**Run 1: M4 wires**

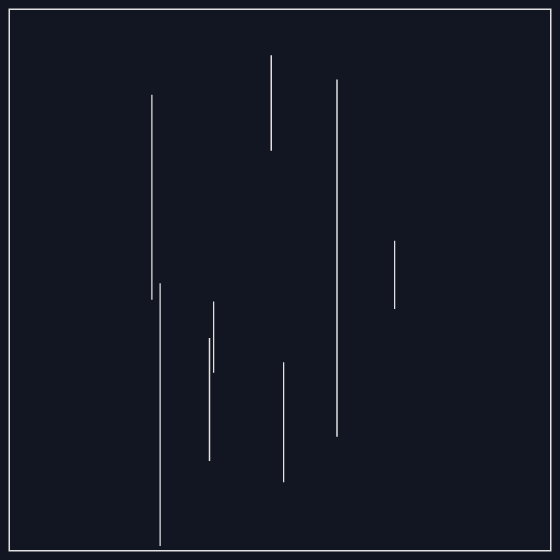
**Run 1: the metal 3 layer**

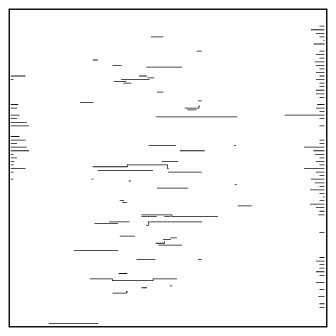
**Run 1: routing congestion**

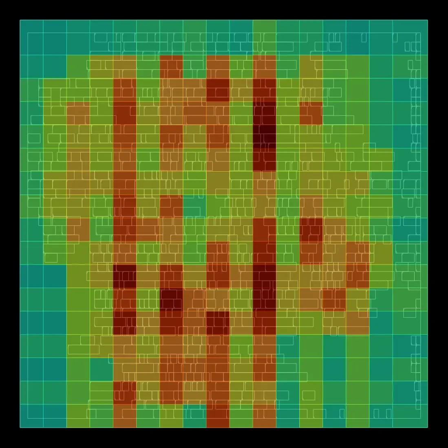
**Run 1: signal wires on met1**

The bar under the picture is 20 um long.
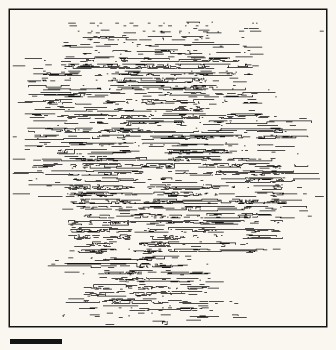
--- src/rtl/sd_spi_cmd_sequencer.sv ---
// sd_spi_cmd_sequencer: bus master that runs one SD-card SPI-mode command through the
// register port of an SPI controller. The sequence is CS low, one filler byte, the 6-byte
// frame, the R1 poll, an optional token wait with a BLOCK_LEN data phase and CRC bytes,
// then CS high, one trailing filler byte, and a done pulse.
// Optional feature: define SEQ_CRC16_CHECK_EN to check the block CRC16-CCITT (crc_err).
// Ports:
//   clk, resetn                        clock, asynchronous active-low reset
//   cmd_valid/cmd_ready                command handshake (ready only while idle)
//   cmd_index/cmd_arg/cmd_crc          frame contents; cmd_rd_block selects a block read
//   done, r1, err, crc_err             completion pulse and status (held until next accept)
//   data_valid, data_byte              streamed block bytes
//   spi_valid/addr/wdata/wstrb         register-port request (wstrb F = write, 0 = read)
//   spi_ready/spi_rdata                single-cycle acknowledge and read data
module sd_spi_cmd_sequencer #(
    parameter int unsigned R1_TRIES    = 8,
    parameter int unsigned TOKEN_TRIES = 1024,
    parameter int unsigned BLOCK_LEN   = 512,
    parameter logic [31:0] SPI_BASE    = 32'h0
) (
    input  logic        clk,
    input  logic        resetn,
    input  logic        cmd_valid,
    output logic        cmd_ready,
    input  logic [5:0]  cmd_index,
    input  logic [31:0] cmd_arg,
    input  logic [7:0]  cmd_crc,
    input  logic        cmd_rd_block,
    output logic        done,
    output logic [7:0]  r1,
    output logic [1:0]  err,
    output logic        crc_err,
    output logic        data_valid,
    output logic [7:0]  data_byte,
    output logic        spi_valid,
    output logic [31:0] spi_addr,
    output logic [31:0] spi_wdata,
    output logic [3:0]  spi_wstrb,
    input  logic        spi_ready,
    input  logic [31:0] spi_rdata
);

    localparam int unsigned CNT_W = $clog2(TOKEN_TRIES + BLOCK_LEN + R1_TRIES + 8);
    localparam logic [31:0] ADDR_DATA = SPI_BASE + 32'h0;
    localparam logic [31:0] ADDR_STAT = SPI_BASE + 32'h4;
    localparam logic [31:0] ADDR_CS   = SPI_BASE + 32'h8;

    typedef enum logic [3:0] {
        S_IDLE, S_CS_LO, S_PRE, S_SEND, S_R1W, S_TOKW,
        S_DATA, S_CRC, S_CS_HI, S_TRAIL, S_DONE
    } state_t;

    // Byte engine: poll idle, write byte, poll idle, read received byte.
    typedef enum logic [2:0] {E_IDLE, E_P1, E_W, E_P2, E_R} eng_t;

    state_t             state, state_n;
    eng_t               eng, eng_n;
    logic [CNT_W-1:0]   cnt, cnt_n;
    logic [7:0]         tx_byte, tx_n;
    logic [5:0]         idx_q;
    logic [31:0]        arg_q;
    logic [7:0]         crc_q;
    logic               rd_q;

    logic               valid_n;
    logic [31:0]        addr_n, wdata_n;
    logic [3:0]         wstrb_n;
    logic [7:0]         r1_n, db_n;
    logic [1:0]         err_n;
    logic               dv_n;

    logic               accept, ack, xfer_done;
    logic [7:0]         rx;
    logic               unused_rdata;

    assign accept       = cmd_valid && cmd_ready;
    assign ack          = spi_valid && spi_ready;
    assign xfer_done    = ack && (eng == E_R);
    assign rx           = spi_rdata[7:0];
    assign unused_rdata = ^spi_rdata[31:8];

    // Frame byte i of the latched command (byte0 first on the wire).
    function automatic logic [7:0] frame_byte(input logic [2:0] i);
        case (i)
            3'd0:    frame_byte = {2'b01, idx_q};
            3'd1:    frame_byte = arg_q[31:24];
            3'd2:    frame_byte = arg_q[23:16];
            3'd3:    frame_byte = arg_q[15:8];
            3'd4:    frame_byte = arg_q[7:0];
            default: frame_byte = crc_q;
        endcase
    endfunction

    // State register plus registered outputs.
    always_ff @(posedge clk or negedge resetn) begin
        if (!resetn) begin
            state      <= S_IDLE;
            eng        <= E_IDLE;
            cnt        <= '0;
            tx_byte    <= '0;
            idx_q      <= '0;
            arg_q      <= '0;
            crc_q      <= '0;
            rd_q       <= 1'b0;
            spi_valid  <= 1'b0;
            spi_addr   <= '0;
            spi_wdata  <= '0;
            spi_wstrb  <= '0;
            cmd_ready  <= 1'b1;
            done       <= 1'b0;
            r1         <= '0;
            err        <= '0;
            data_valid <= 1'b0;
            data_byte  <= '0;
        end else begin
            state      <= state_n;
            eng        <= eng_n;
            cnt        <= cnt_n;
            tx_byte    <= tx_n;
            spi_valid  <= valid_n;
            spi_addr   <= addr_n;
            spi_wdata  <= wdata_n;
            spi_wstrb  <= wstrb_n;
            cmd_ready  <= (state_n == S_IDLE);
            done       <= (state_n == S_DONE);
            r1         <= r1_n;
            err        <= err_n;
            data_valid <= dv_n;
            data_byte  <= db_n;
            if (accept) begin
                idx_q <= cmd_index;
                arg_q <= cmd_arg;
                crc_q <= cmd_crc;
                rd_q  <= cmd_rd_block;
            end
        end
    end

    // Next state: byte-engine phase advance, then sequence decisions that may start a new byte.
    always_comb begin
        state_n = state;
        eng_n   = eng;
        cnt_n   = cnt;
        tx_n    = tx_byte;
        if (ack) begin
            case (eng)
                E_P1:    if (!spi_rdata[0]) eng_n = E_W;
                E_W:     eng_n = E_P2;
                E_P2:    if (!spi_rdata[0]) eng_n = E_R;
                E_R:     eng_n = E_IDLE;
                default: ;
            endcase
        end
        case (state)
            S_IDLE:  if (accept) begin state_n = S_CS_LO; cnt_n = '0; end
            S_CS_LO: if (ack) begin state_n = S_PRE; eng_n = E_P1; tx_n = 8'hFF; end
            S_PRE:   if (xfer_done) begin
                state_n = S_SEND; cnt_n = '0; eng_n = E_P1; tx_n = frame_byte(3'd0);
            end
            S_SEND:  if (xfer_done) begin
                eng_n = E_P1;
                if (cnt == CNT_W'(5)) begin
                    state_n = S_R1W; cnt_n = '0; tx_n = 8'hFF;
                end else begin
                    cnt_n = cnt + CNT_W'(1); tx_n = frame_byte(cnt[2:0] + 3'd1);
                end
            end
            S_R1W:   if (xfer_done) begin
                if (!rx[7]) begin
                    if (rd_q && (rx == 8'h00)) begin
                        state_n = S_TOKW; cnt_n = '0; eng_n = E_P1; tx_n = 8'hFF;
                    end else begin
                        state_n = S_CS_HI;
                    end
                end else if (cnt == CNT_W'(R1_TRIES - 1)) begin
                    state_n = S_CS_HI;
                end else begin
                    cnt_n = cnt + CNT_W'(1); eng_n = E_P1; tx_n = 8'hFF;
                end
            end
            S_TOKW:  if (xfer_done) begin
                if (rx == 8'hFE) begin
                    state_n = S_DATA; cnt_n = '0; eng_n = E_P1; tx_n = 8'hFF;
                end else if ((rx == 8'hFF) && (cnt != CNT_W'(TOKEN_TRIES - 1))) begin
                    cnt_n = cnt + CNT_W'(1); eng_n = E_P1; tx_n = 8'hFF;
                end else begin
                    state_n = S_CS_HI;
                end
            end
            S_DATA:  if (xfer_done) begin
                eng_n = E_P1; tx_n = 8'hFF;
                if (cnt == CNT_W'(BLOCK_LEN - 1)) begin
                    state_n = S_CRC; cnt_n = '0;
                end else begin
                    cnt_n = cnt + CNT_W'(1);
                end
            end
            S_CRC:   if (xfer_done) begin
                if (cnt == '0) begin
                    cnt_n = CNT_W'(1); eng_n = E_P1; tx_n = 8'hFF;
                end else begin
                    state_n = S_CS_HI;
                end
            end
            S_CS_HI: if (ack) begin state_n = S_TRAIL; eng_n = E_P1; tx_n = 8'hFF; end
            S_TRAIL: if (xfer_done) state_n = S_DONE;
            S_DONE:  state_n = S_IDLE;
            default: state_n = S_IDLE;
        endcase
    end

    // Outputs: bus request issue/retire and status capture.
    always_comb begin
        valid_n = spi_valid;
        addr_n  = spi_addr;
        wdata_n = spi_wdata;
        wstrb_n = spi_wstrb;
        r1_n    = r1;
        err_n   = err;
        dv_n    = 1'b0;
        db_n    = data_byte;
        // Retire on the ready edge; a new request goes out only once the bus is free.
        if (ack) begin
            valid_n = 1'b0;
        end else if (!spi_valid) begin
            if (state == S_CS_LO || state == S_CS_HI) begin
                valid_n = 1'b1; addr_n = ADDR_CS; wstrb_n = 4'hF;
                wdata_n = {31'h0, state == S_CS_HI};
            end else begin
                case (eng)
                    E_P1, E_P2: begin valid_n = 1'b1; addr_n = ADDR_STAT; wstrb_n = 4'h0; end
                    E_W:  begin
                        valid_n = 1'b1; addr_n = ADDR_DATA; wstrb_n = 4'hF;
                        wdata_n = {24'h0, tx_byte};
                    end
                    E_R:  begin valid_n = 1'b1; addr_n = ADDR_DATA; wstrb_n = 4'h0; end
                    default: ;
                endcase
            end
        end
        if (accept) begin
            r1_n  = '0;
            err_n = '0;
        end
        if (xfer_done) begin
            case (state)
                S_R1W: begin
                    if (!rx[7]) r1_n = rx;
                    else if (cnt == CNT_W'(R1_TRIES - 1)) err_n = 2'd1;
                end
                S_TOKW: begin
                    if (rx == 8'hFF) begin
                        if (cnt == CNT_W'(TOKEN_TRIES - 1)) err_n = 2'd2;
                    end else if (rx != 8'hFE) begin
                        err_n = 2'd3;
                    end
                end
                S_DATA: begin dv_n = 1'b1; db_n = rx; end
                default: ;
            endcase
        end
    end

`ifdef SEQ_CRC16_CHECK_EN
    logic [15:0] blk_crc;
    logic [7:0]  crc_hi;

    function automatic logic [15:0] crc16_upd(input logic [15:0] c, input logic [7:0] d);
        logic [15:0] r;
        r = c;
        for (int i = 7; i >= 0; i--) begin
            if (r[15] ^ d[i]) r = {r[14:0], 1'b0} ^ 16'h1021;
            else              r = {r[14:0], 1'b0};
        end
        return r;
    endfunction

    // CRC16-CCITT over data bytes, compared against the received hi/lo pair.
    always_ff @(posedge clk or negedge resetn) begin
        if (!resetn) begin
            blk_crc <= '0;
            crc_hi  <= '0;
            crc_err <= 1'b0;
        end else if (accept) begin
            blk_crc <= '0;
            crc_err <= 1'b0;
        end else if (xfer_done && state == S_DATA) begin
            blk_crc <= crc16_upd(blk_crc, rx);
        end else if (xfer_done && state == S_CRC) begin
            if (cnt == '0) crc_hi <= rx;
            else           crc_err <= (blk_crc != {crc_hi, rx});
        end
    end
`else
    assign crc_err = 1'b0;
`endif

endmodule

--- config.mk ---
export PLATFORM = sky130hd
export DESIGN_NAME = sd_spi_cmd_sequencer
export DESIGN_NICKNAME = d
export VERILOG_FILES = /design/src/rtl/sd_spi_cmd_sequencer.sv
export SDC_FILE = /design/constraint.sdc
export NUM_CORES = 1
export LEC_CHECK = 0
export CORE_MARGIN = 2
export CORE_UTILIZATION = 43
export DETAILED_ROUTE_END_ITERATION = 10
export HOLD_SLACK_MARGIN = 0.15
export PLACE_DENSITY = 0.77
export SYNTH_ARGS = -nofsm -noshare
export SYNTH_HDL_FRONTEND = slang
export SYNTH_SLANG_ARGS = --single-unit
export TNS_END_PERCENT = 30
--- constraint.sdc ---
create_clock -name clk -period 2.2 [get_ports clk]
set_input_delay 0.44 -clock clk [delete_from_list [all_inputs] [get_ports clk]]
set_output_delay 0.44 -clock clk [all_outputs]
set_load 0.005 [all_outputs]
==> changes_impl.md, run 1 <==
### Implementation results

* Dpl hpwl at 10.6 mm
* Dominant logic cell type in the layout: dfrtp_1
* Comb area share at 37.2%
* Cell taking the most area after synthesis: dfrtp_1
* Setup WS pre-CTS at -0.382 ns
* Pwr per Cell Area at 1070 mW/mm^2
* Outcome: complete, no violations
* Dominant logic cell types in the final layout: dfrtp_1 (104), clkdlybuf4s50_1 (93), buf_4 (78), mux2_2 (58), conb_1 (55)
* Yosys Instances at 566
* Simple-gate share of the synthesized area at around 15%
* Post-Syn Area per Cell at 10.4 sq um
* Total power draw at 8.30 mW
* Max layer used: met4
* Clock power frac at 19.7%
* Seq share, synth at 45.3%
* Nets at about 810
* Wire length on met2 at 7.24 mm
* Critical path endpoint: cnt[9]$_DFFE_PN0P_
* Crit Path Max Fanout at 8
* Slew Limit Headroom at 61.6%
* Hold buffers post-CTS at 0
* Largest type area fraction at 44.8%
* Clock Sinks at between 100 and 150
* GRT Max-Usage Layer: met2
* Clk buf depth at 2
* Peak VDD IR at 0.472 mV
* CP top delay family: simple AND/OR/NAND/NOR gates
* Reg power frac at 37.0%
* Number of logic gates at 403
* Final global-route overflow total at 0
* Fp_density at between 40% and 50%
* Leak pwr at between 3 and 4 nW
* Endpoints failing hold at 0
* Clock-cell share at 3.86%
* GP Congestion at between 0.8 and 0.9
* Reg2Reg Launch Point: cnt[3]$_DFFE_PN0P_
* Remaining DRCs at 0
* Final Setup Violations at 0
* Flip-flops at ~110
* Port bufs at 94
* CP cell instances: buf_4 -> nand4_1 -> or2_2 -> o31ai_1 -> and2_4 -> o21ai_1 -> a22o_1
* Main logic family: simple AND/OR/NAND/NOR gates
* Critical path's slowest cell: dfrtp_2
* Detailed Route Iter0 Violations at 418
* Net switching power at 2.82 mW
* Post-synthesis adder-cell area fraction at 1.71%
* Die X at 121 um
* Largest register FFs at 32
* Fmax at between 400 and 500 MHz
* Seq/total area at about a third
* Sw frac at 34.0%
* Worst Setup End Kind: flip-flop
* XOR-XNOR Cells, Area Fraction at 0.448%
* Worst-margin pin slew at 0.576 ns
* First-pass DRT Iterations at 5
* Top cells by area: dfrtp_1 (45%), mux2_2 (11%), buf_4 (7.7%)
* Yosys chip area at between 0.005 and 0.006 sq mm
* Startpoint types: flip-flop
* P&R area growth vs syn at 31.7%
* Crit path DAT at approximately 2.4 ns
* Initial antenna violation count at 0
* CTS tree: built
* Setup_tns at 0 ns
* Well Taps at 176
* Async SR Flop Fraction at 100%
* Root Buffer: clkbuf_16
* Synth top cell by count: dfrtp_1
* Compound Share, Synth at a little over an eighth
* Gate Area at 0.00287 sq mm
* Mapped Cells at ~570
* MaxCap Viol Count at 0
* Post-route ant nets at 0
* Syn Std Cell Area at 0.00586 sq mm
* Cell Count Post-Placement at ~880
* Vias in the first global route at 4727
* YS warnings at 0
* RSZ-0062 raised after global routing: true
* Drt via density at 5.21
* CP Data Required Time at 2.44 ns
* Met3 WL at about 620 um
* Clock transition at the registers of the reported paths at approximately 0.07 ns
* Sequential cell power at 3.07 mW
* Worst hold-check path type: primary input to async pin
About 'M4 wires':
The layer holds 2.0% of the routed length. The wires run mostly vertical. 7 nets have wire on it. The layer carries 289 um of wire.
WL final: 14.4 mm
Via Count: 4674

About 'the metal 3 layer':
The longest straight run is 30.8 um. The layer holds 4.3% of the routed length. 113 nets have wire on it.
GR Util met3: 2.78%

About 'routing congestion':
met2 Use GR: 34.5%
Util after Layout: 58.1%
routing usage on met1: 26.7%
Tot GR Track Use: 20.4%

About 'signal wires on met1':
The wires run mostly horizontal. The layer carries 6230 um of wire. The longest straight run is 32.2 um.

**Run 1: signal wires on met2**

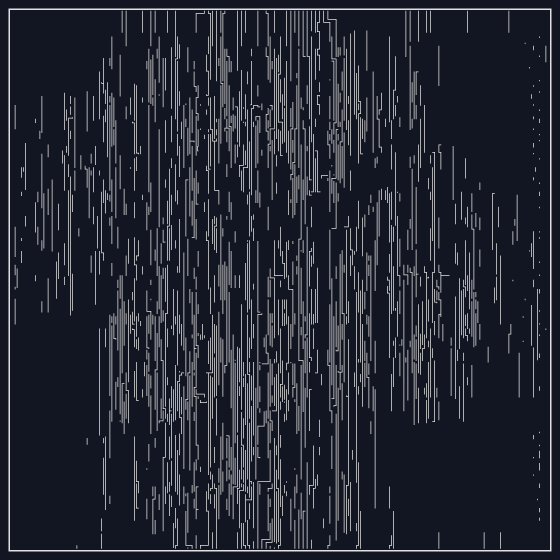

==> inputs of run 2 (changes only) <==
--- a/config.mk
+++ b/config.mk
@@ -9,7 +9,7 @@
 export CORE_UTILIZATION = 43
 export DETAILED_ROUTE_END_ITERATION = 10
 export HOLD_SLACK_MARGIN = 0.15
-export PLACE_DENSITY = 0.77
+export PLACE_DENSITY = 0.82
 export SYNTH_ARGS = -nofsm -noshare
 export SYNTH_HDL_FRONTEND = slang
 export SYNTH_SLANG_ARGS = --single-unit
**Run 2: signal wires on met2**

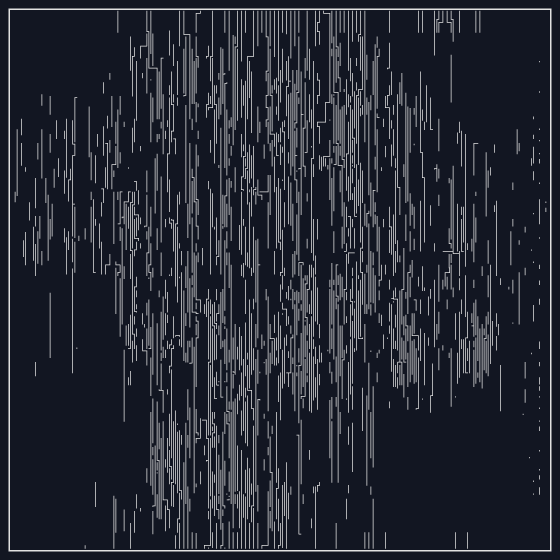
The longest straight run is 39.8 um. 712 nets have wire on it. The layer holds 50% of the routed length.
met2 Use GR: 34.7%
Via Count: 4760
WL final: 14.7 mm

==> run 2 against run 1 <==
Effect of this change: hold slack better by 0.33 ns; die size stayed put; via count is 1.8% higher; clock skew is 0.0016 ns higher; core utilization is 0.48 points higher; clock-buffer cell count is 2 higher; sequential share of layout area is 0.27 points lower; synthesized cell count stayed put; critical endpoint is now cnt[0]$_DFFE_PN0P_.
==> changes_impl.md, run 2 <==
### Implementation results

* Slew Limit Headroom at 66.6% (+5.0 points)
* Comb area share at 37.1% (-0.047 points)
* Routing usage on met1 at 25.9% (-0.77 points)
* CP Data Required Time at 2.44 ns (about the same)
* Leak pwr at 3.52 nW (+1.0%)
* Endpoints failing hold at 0 (unchanged)
* Worst Setup End Kind: flip-flop
* Largest register FFs at 32 (unchanged)
* Worst-margin pin slew at 0.488 ns (-0.0876 ns)
* Peak VDD IR at 0.500 mV (+5.8%)
* Sw frac at 34.8% (+0.74 points)
* Flip-flops at 106 (unchanged)
* Clock power frac at 18.1% (-1.6 points)
* Initial antenna violation count at 0 (unchanged)
* Reg power frac at 37.3% (+0.3 points)
* Net switching power at 2.89 mW (+2.4%)
* Seq share, synth at 45.3% (unchanged)
* MaxCap Viol Count at 0 (unchanged)
* Mapped Cells at 566 (unchanged)
* P&R area growth vs syn at 32.8%
* Outcome: complete, no violations
* Dominant logic cell type in the layout: dfrtp_1
* Sequential cell power at 3.10 mW (about the same)
* Post-synthesis adder-cell area fraction at 1.71% (unchanged)
* Wire length on met2 at 7.41 mm (+2.4%)
* Max layer used: met4
* Yosys chip area at 0.00586 sq mm (unchanged)
* Dominant logic cell types in the final layout: dfrtp_1 (103), clkdlybuf4s50_1 (91), buf_4 (82), mux2_2 (58), conb_1 (55)
* Main logic family: simple AND/OR/NAND/NOR gates
* Die X at 121 um (unchanged)
* Yosys Instances at 566 (unchanged)
* Util after Layout at 58.6% (+0.48 points)
* Critical path's slowest cell: clkdlybuf4s50_1
* Clock-cell share at 3.50% (-0.35 points)
* Port bufs at 94 (unchanged)
* CP top delay family: buffers and inverters
* Clock Sinks at 106 (unchanged)
* Async SR Flop Fraction at 100% (unchanged)
* Startpoint types: primary input
* Seq/total area at 34.1% (-0.27 points)
* XOR-XNOR Cells, Area Fraction at 0.448% (unchanged)
* Detailed Route Iter0 Violations at 288 (-31%)
* Met3 WL at 747 um (+20%)
* Worst hold-check path type: primary input to flip-flop
* Post-Syn Area per Cell at 10.4 sq um (unchanged)
* Dpl hpwl at 11.1 mm (+5.3%)
* GRT Max-Usage Layer: met2
* Gate Area at 0.00289 sq mm (+0.70%)
* Hold buffers post-CTS at 1 (+1)
* Reg2Reg Launch Point: cnt[0]$_DFFE_PN0P_
* CP cell instances: clkdlybuf4s50_1 -> nor3_1 -> and4b_2 -> a21oi_4 -> buf_12 -> a211oi_4 -> buf_12 -> mux2_2
* Crit path DAT at 2.38 ns (-0.04 ns)
* Post-route ant nets at 0 (unchanged)
* GP Congestion at 0.895 (+2.5%)
* Clock transition at the registers of the reported paths at 0.07 ns (about the same)
* Cell Count Post-Placement at 884 (+0.34%)
* Drt via density at 5.26 (+0.94%)
* Final Setup Violations at 0 (unchanged)
* Final global-route overflow total at 0 (unchanged)
* Setup_tns at 0 ns (unchanged)
* Tot GR Track Use at 20.4% (about the same)
* Syn Std Cell Area at 0.00586 sq mm (unchanged)
* Crit Path Max Fanout at 15 (+7)
* YS warnings at 0 (unchanged)
* Root Buffer: clkbuf_16
* Top cells by area: dfrtp_1 (45%), mux2_2 (11%), buf_4 (7.7%)
* Cell taking the most area after synthesis: dfrtp_1
* Total power draw at 8.32 mW (+0.23%)
* Critical path endpoint: cnt[0]$_DFFE_PN0P_
**Run 2: the metal 3 layer**

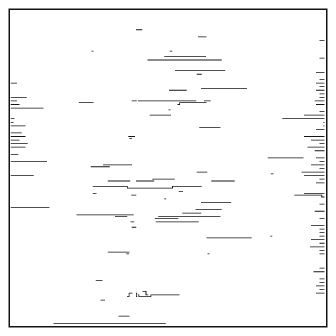
GR Util met3: 3.35%

No activity file was given, so power comes from the tool's default toggle rates.
